<file path="src/rtl/ptc_pkg.sv">
// Shared PTC definitions: tap/code widths, lock tracker states and the
// one-hot tap vector to code conversion used by the PTC encoder blocks.
package ptc_pkg;

  localparam int TAP_W  = 16;
  localparam int CODE_W = 4;

  typedef enum logic [1:0] {
    IDLE   = 2'd0,
    ACQ    = 2'd1,
    LOCKED = 2'd2
  } lock_state_e;

  typedef struct packed {
    logic [CODE_W-1:0] code;
    logic              multi_hot;
  } tap_dec_t;

  // Code is the highest set bit among 0..14 plus one; bit 15 is left to the caller.
  function automatic tap_dec_t onehot_to_code(input logic [TAP_W-1:0] taps);
    tap_dec_t res;
    logic     seen;
    res.code      = {CODE_W{1'b0}};
    res.multi_hot = 1'b0;
    seen          = 1'b0;
    for (int i = 0; i < TAP_W - 1; i++) begin
      if (taps[i]) begin
        res.multi_hot = res.multi_hot | seen;
        res.code      = CODE_W'(i + 1);
        seen          = 1'b1;
      end else begin
        res.multi_hot = res.multi_hot;
      end
    end
    return res;
  endfunction

endpackage

</file>
<file path="src/rtl/ptc_lock_tracker.sv">
// Consecutive-match lock tracker: walks IDLE -> ACQ -> LOCKED on each
// validated code and drops lock after a run of mismatching/invalid samples.
module ptc_lock_tracker
  import ptc_pkg::*;
#(
  parameter int LOCK_CNT = 4,
  parameter int LOSS_CNT = 2
) (
  input  logic              clk,
  input  logic              rst_n,
  input  logic              vld,
  input  logic [CODE_W-1:0] code,
  input  logic              err,
  output logic              locked,
  output logic [CODE_W-1:0] locked_code
);

  localparam logic [3:0] LOCK_C = 4'(LOCK_CNT);
  localparam logic [3:0] LOSS_C = 4'(LOSS_CNT);

  function automatic logic [3:0] sat_inc(input logic [3:0] v);
    return (v == 4'hF) ? v : v + 4'd1;
  endfunction

  lock_state_e       state_q, state_d;
  logic [3:0]        match_cnt_q, match_cnt_d;
  logic [3:0]        miss_cnt_q, miss_cnt_d;
  logic [CODE_W-1:0] ref_code_q, ref_code_d;
  logic [CODE_W-1:0] locked_code_q, locked_code_d;
  logic              locked_q, locked_d;

  // Next-state and counter update, evaluated only on a delivered result
  always_comb begin
    state_d       = state_q;
    match_cnt_d   = match_cnt_q;
    miss_cnt_d    = miss_cnt_q;
    ref_code_d    = ref_code_q;
    locked_code_d = locked_code_q;
    locked_d      = locked_q;
    if (vld) begin
      case (state_q)
        IDLE: begin
          if (!err) begin
            state_d     = ACQ;
            match_cnt_d = 4'd1;
            ref_code_d  = code;
          end else begin
            match_cnt_d = 4'd0;
          end
        end
        ACQ: begin
          if (err) begin
            state_d     = IDLE;
            match_cnt_d = 4'd0;
          end else if (code == ref_code_q) begin
            match_cnt_d = sat_inc(match_cnt_q);
            if (sat_inc(match_cnt_q) >= LOCK_C) begin
              state_d       = LOCKED;
              locked_d      = 1'b1;
              locked_code_d = ref_code_q;
              miss_cnt_d    = 4'd0;
            end else begin
              locked_d = 1'b0;
            end
          end else begin
            ref_code_d  = code;
            match_cnt_d = 4'd1;
          end
        end
        LOCKED: begin
          if (!err && (code == locked_code_q)) begin
            miss_cnt_d = 4'd0;
          end else begin
            miss_cnt_d = sat_inc(miss_cnt_q);
            if (sat_inc(miss_cnt_q) >= LOSS_C) begin
              // The sample that breaks lock seeds the next acquisition when valid
              locked_d   = 1'b0;
              miss_cnt_d = 4'd0;
              if (!err) begin
                state_d     = ACQ;
                ref_code_d  = code;
                match_cnt_d = 4'd1;
              end else begin
                state_d     = IDLE;
                match_cnt_d = 4'd0;
              end
            end else begin
              locked_d = 1'b1;
            end
          end
        end
        default: begin
          state_d  = IDLE;
          locked_d = 1'b0;
        end
      endcase
    end else begin
      state_d = state_q;
    end
  end

  // Tracker state registers
  always_ff @(posedge clk) begin
    if (!rst_n) begin
      state_q       <= IDLE;
      match_cnt_q   <= 4'd0;
      miss_cnt_q    <= 4'd0;
      ref_code_q    <= {CODE_W{1'b0}};
      locked_code_q <= {CODE_W{1'b0}};
      locked_q      <= 1'b0;
    end else begin
      state_q       <= state_d;
      match_cnt_q   <= match_cnt_d;
      miss_cnt_q    <= miss_cnt_d;
      ref_code_q    <= ref_code_d;
      locked_code_q <= locked_code_d;
      locked_q      <= locked_d;
    end
  end

  assign locked      = locked_q;
  assign locked_code = locked_code_q;

endmodule

</file>
<file path="src/rtl/tap_code_encoder.sv">
// Two-stage tap vector to code encoder with complement check and lock tracking.
// Optional TAP_CODE_BUBBLE_FIX_EN corrects multi-hot bubbles to the highest tap.
module tap_code_encoder
  import ptc_pkg::*;
#(
  parameter int LOCK_CNT = 4,
  parameter int LOSS_CNT = 2
) (
  input  logic              clk,
  input  logic              rst_n,
  input  logic              sample_en,
  input  logic [TAP_W-1:0]  taps,
  input  logic [TAP_W-1:0]  taps_b,
  output logic [CODE_W-1:0] code,
  output logic              code_vld,
  output logic              err_onehot,
  output logic              err_compl,
`ifdef TAP_CODE_BUBBLE_FIX_EN
  output logic              bubble_fixed,
`endif
  output logic              locked,
  output logic [CODE_W-1:0] locked_code
);

  logic              s1_vld_q, s1_vld_d;
  logic [TAP_W-1:0]  taps_q, taps_d;
  logic [TAP_W-1:0]  taps_b_q, taps_b_d;
  logic [CODE_W-1:0] code_q, code_d;
  logic              code_vld_q, code_vld_d;
  logic              err_onehot_q, err_onehot_d;
  logic              err_compl_q, err_compl_d;
  tap_dec_t          dec_s;
  logic              oh_bad_s;
  logic              compl_bad_s;
`ifdef TAP_CODE_BUBBLE_FIX_EN
  logic              bubble_fixed_q, bubble_fixed_d;
  logic              fix_s;
`endif

  // Capture stage and validate/encode stage next values
  always_comb begin
    s1_vld_d = sample_en;
    if (sample_en) begin
      taps_d   = taps;
      taps_b_d = taps_b;
    end else begin
      taps_d   = taps_q;
      taps_b_d = taps_b_q;
    end
    dec_s       = onehot_to_code(taps_q);
    compl_bad_s = (taps_b_q != ~taps_q);
`ifdef TAP_CODE_BUBBLE_FIX_EN
    oh_bad_s       = taps_q[TAP_W-1];
    fix_s          = dec_s.multi_hot & ~taps_q[TAP_W-1] & ~compl_bad_s;
    bubble_fixed_d = 1'b0;
`else
    oh_bad_s = taps_q[TAP_W-1] | dec_s.multi_hot;
`endif
    code_vld_d   = s1_vld_q;
    code_d       = code_q;
    err_onehot_d = err_onehot_q;
    err_compl_d  = err_compl_q;
    if (s1_vld_q) begin
      err_onehot_d = oh_bad_s;
      err_compl_d  = compl_bad_s;
`ifdef TAP_CODE_BUBBLE_FIX_EN
      bubble_fixed_d = fix_s;
`endif
      if (!oh_bad_s && !compl_bad_s) begin
        code_d = dec_s.code;
      end else begin
        code_d = code_q;
      end
    end else begin
      code_d = code_q;
    end
  end

  // Pipeline registers
  always_ff @(posedge clk) begin
    if (!rst_n) begin
      s1_vld_q     <= 1'b0;
      taps_q       <= {TAP_W{1'b0}};
      taps_b_q     <= {TAP_W{1'b0}};
      code_q       <= {CODE_W{1'b0}};
      code_vld_q   <= 1'b0;
      err_onehot_q <= 1'b0;
      err_compl_q  <= 1'b0;
`ifdef TAP_CODE_BUBBLE_FIX_EN
      bubble_fixed_q <= 1'b0;
`endif
    end else begin
      s1_vld_q     <= s1_vld_d;
      taps_q       <= taps_d;
      taps_b_q     <= taps_b_d;
      code_q       <= code_d;
      code_vld_q   <= code_vld_d;
      err_onehot_q <= err_onehot_d;
      err_compl_q  <= err_compl_d;
`ifdef TAP_CODE_BUBBLE_FIX_EN
      bubble_fixed_q <= bubble_fixed_d;
`endif
    end
  end

  ptc_lock_tracker #(
    .LOCK_CNT(LOCK_CNT),
    .LOSS_CNT(LOSS_CNT)
  ) u_lock (
    .clk         (clk),
    .rst_n       (rst_n),
    .vld         (code_vld_q),
    .code        (code_q),
    .err         (err_onehot_q | err_compl_q),
    .locked      (locked),
    .locked_code (locked_code)
  );

  assign code       = code_q;
  assign code_vld   = code_vld_q;
  assign err_onehot = err_onehot_q;
  assign err_compl  = err_compl_q;
`ifdef TAP_CODE_BUBBLE_FIX_EN
  assign bubble_fixed = bubble_fixed_q;
`endif

endmodule
</file>
<file path="config.mk">
export PLATFORM = sky130hd
export DESIGN_NAME = tap_code_encoder
export DESIGN_NICKNAME = d
export VERILOG_FILES = /design/src/rtl/ptc_pkg.sv /design/src/rtl/ptc_lock_tracker.sv /design/src/rtl/tap_code_encoder.sv
export SDC_FILE = /design/constraint.sdc
export NUM_CORES = 1
export LEC_CHECK = 0
export ABC_CLOCK_PERIOD_IN_PS = 5100
export CAP_MARGIN = 15
export CORE_MARGIN = 4
export CORE_UTILIZATION = 43
export DETAILED_ROUTE_END_ITERATION = 8
export PLACE_DENSITY = 0.66
export SYNTH_ARGS = -nofsm -noshare
export SYNTH_HDL_FRONTEND = slang
export SYNTH_HIERARCHICAL = 1
export SYNTH_SLANG_ARGS = --single-unit
</file>
<file path="constraint.sdc">
create_clock -name clk -period 5.1 [get_ports clk]
set_input_delay 1.02 -clock clk [delete_from_list [all_inputs] [get_ports clk]]
set_output_delay 1.02 -clock clk [all_outputs]
set_load 0.03 [all_outputs]
</file>
Fig. 1: track usage over the die
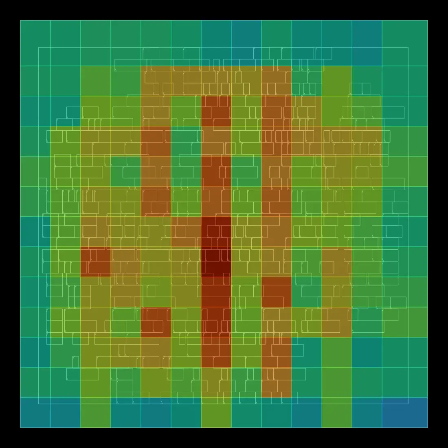
global route hottest layer: met2
DR WL/cell: 13.9 um

Fig. 2: selected gate families
Scale: 6 px per um.
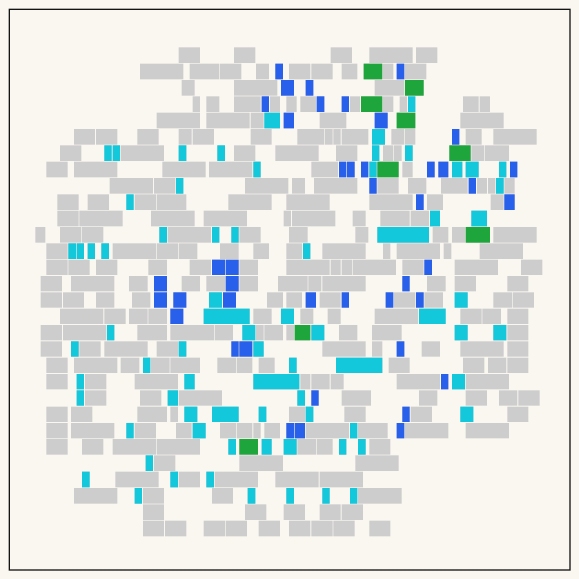
| color | family | cells |
|---|---|---|
| cyan | NOR gates | 73 |
| green | AND-OR and OR-AND gates | 9 |
| blue | NAND gates | 43 |
Top cell excl fill/tap: dfxtp_1
non-filler cells, final: 482

Fig. 3: the metal 4 layer
Scale: 4 px per um. Supply wires on this layer in gray.
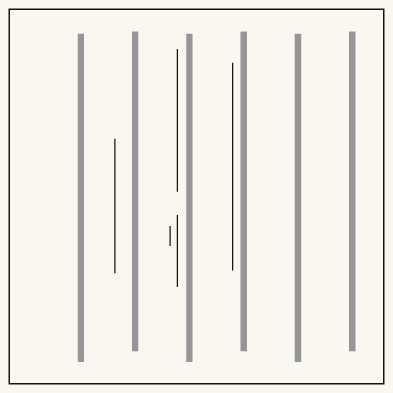
share of all routed wire: 2.1%
wire length on this layer: 143 um
main direction: vertical
nets with wire on the layer: 4
longest straight run: 51.7 um

Fig. 4: wiring heat map
Scale: 4 px per um. 19 x 19 tiles, from white (low) to dark blue (high), scaled to the fullest tile. Values are wire area over tile area, all layers added.
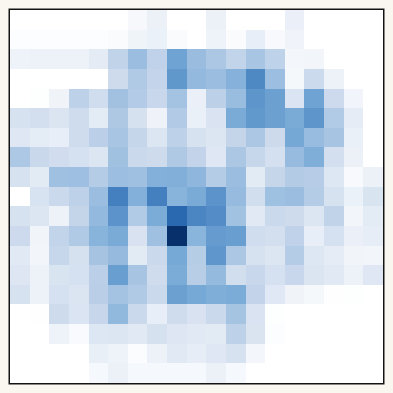
emptiest ninth of the die: bottom right
nearly empty tiles: 23%
fullest tile: 0.62
tiles over half the peak: 6.9%
DR vias: 2,525
Tot GR Track Use: 16.6%
Detailed Route WL: 6700 um

Fig. 5: layout detail
Region (32, 13) to (62, 43) um. Cells in gray, sequential cells in the stronger gray; small squares are vias.
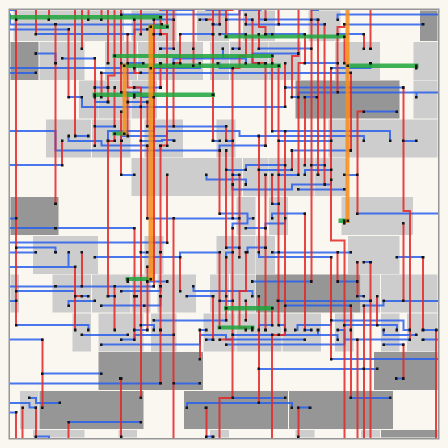
| color | layer |
|---|---|
| red | metal 2 |
| orange | metal 4 |
| blue | metal 1 |
| green | metal 3 |
sequential cells in the window: 7
most frequent: nor2_1 (9), dfxtp_1 (7)
netlist names of flops here include: `taps_q` (6), `code` (1)
cells with their middle in the window: 59

==> flow_metrics.py <==
# Flow results
metrics = {
    "clock_tree": {
        "hold_buffers": 0,
        "cts_setup_buffers": 0,
        "htreeDepth": 3,
        "ctsResizeCount": 0,
    },
    "timing": {
        "slew_viol_final": 0,
        "slew_headroom_pct": 38.8,
    },
    "yosys": {
        "logic_family": "simple AND/OR/NAND/NOR gates",
        "aoi_share_pct": 11.2,
        "fa_ha_area_share_pct": 2.40,
        "ys_ff": 59,
        "synthesis.area_um2": 3120,
    },
    "layout": {
        "layout-drive-gt1-share_pct": 7.77,
        "area_delta_synth_final_pct": 20.6,
        "clock_buffers": 14,
    },
    "hold_path": {
        "worstHoldEndpoint": "u_lock/miss_cnt_q[3]",
    },
    "floorplan": {
        "rows": 30,
    },
    "run_status": {
        "status": "finished clean",
    },
    "grt": {
        "antenna_found_initial": 0,
    },
    "setup_path": {
        "slowest_stage": "clkdlybuf4s50_1",
        "r2r_end": "u_lock/match_cnt_q[1]",
        "critical_path_buf_inv_count": 1,
    },
}
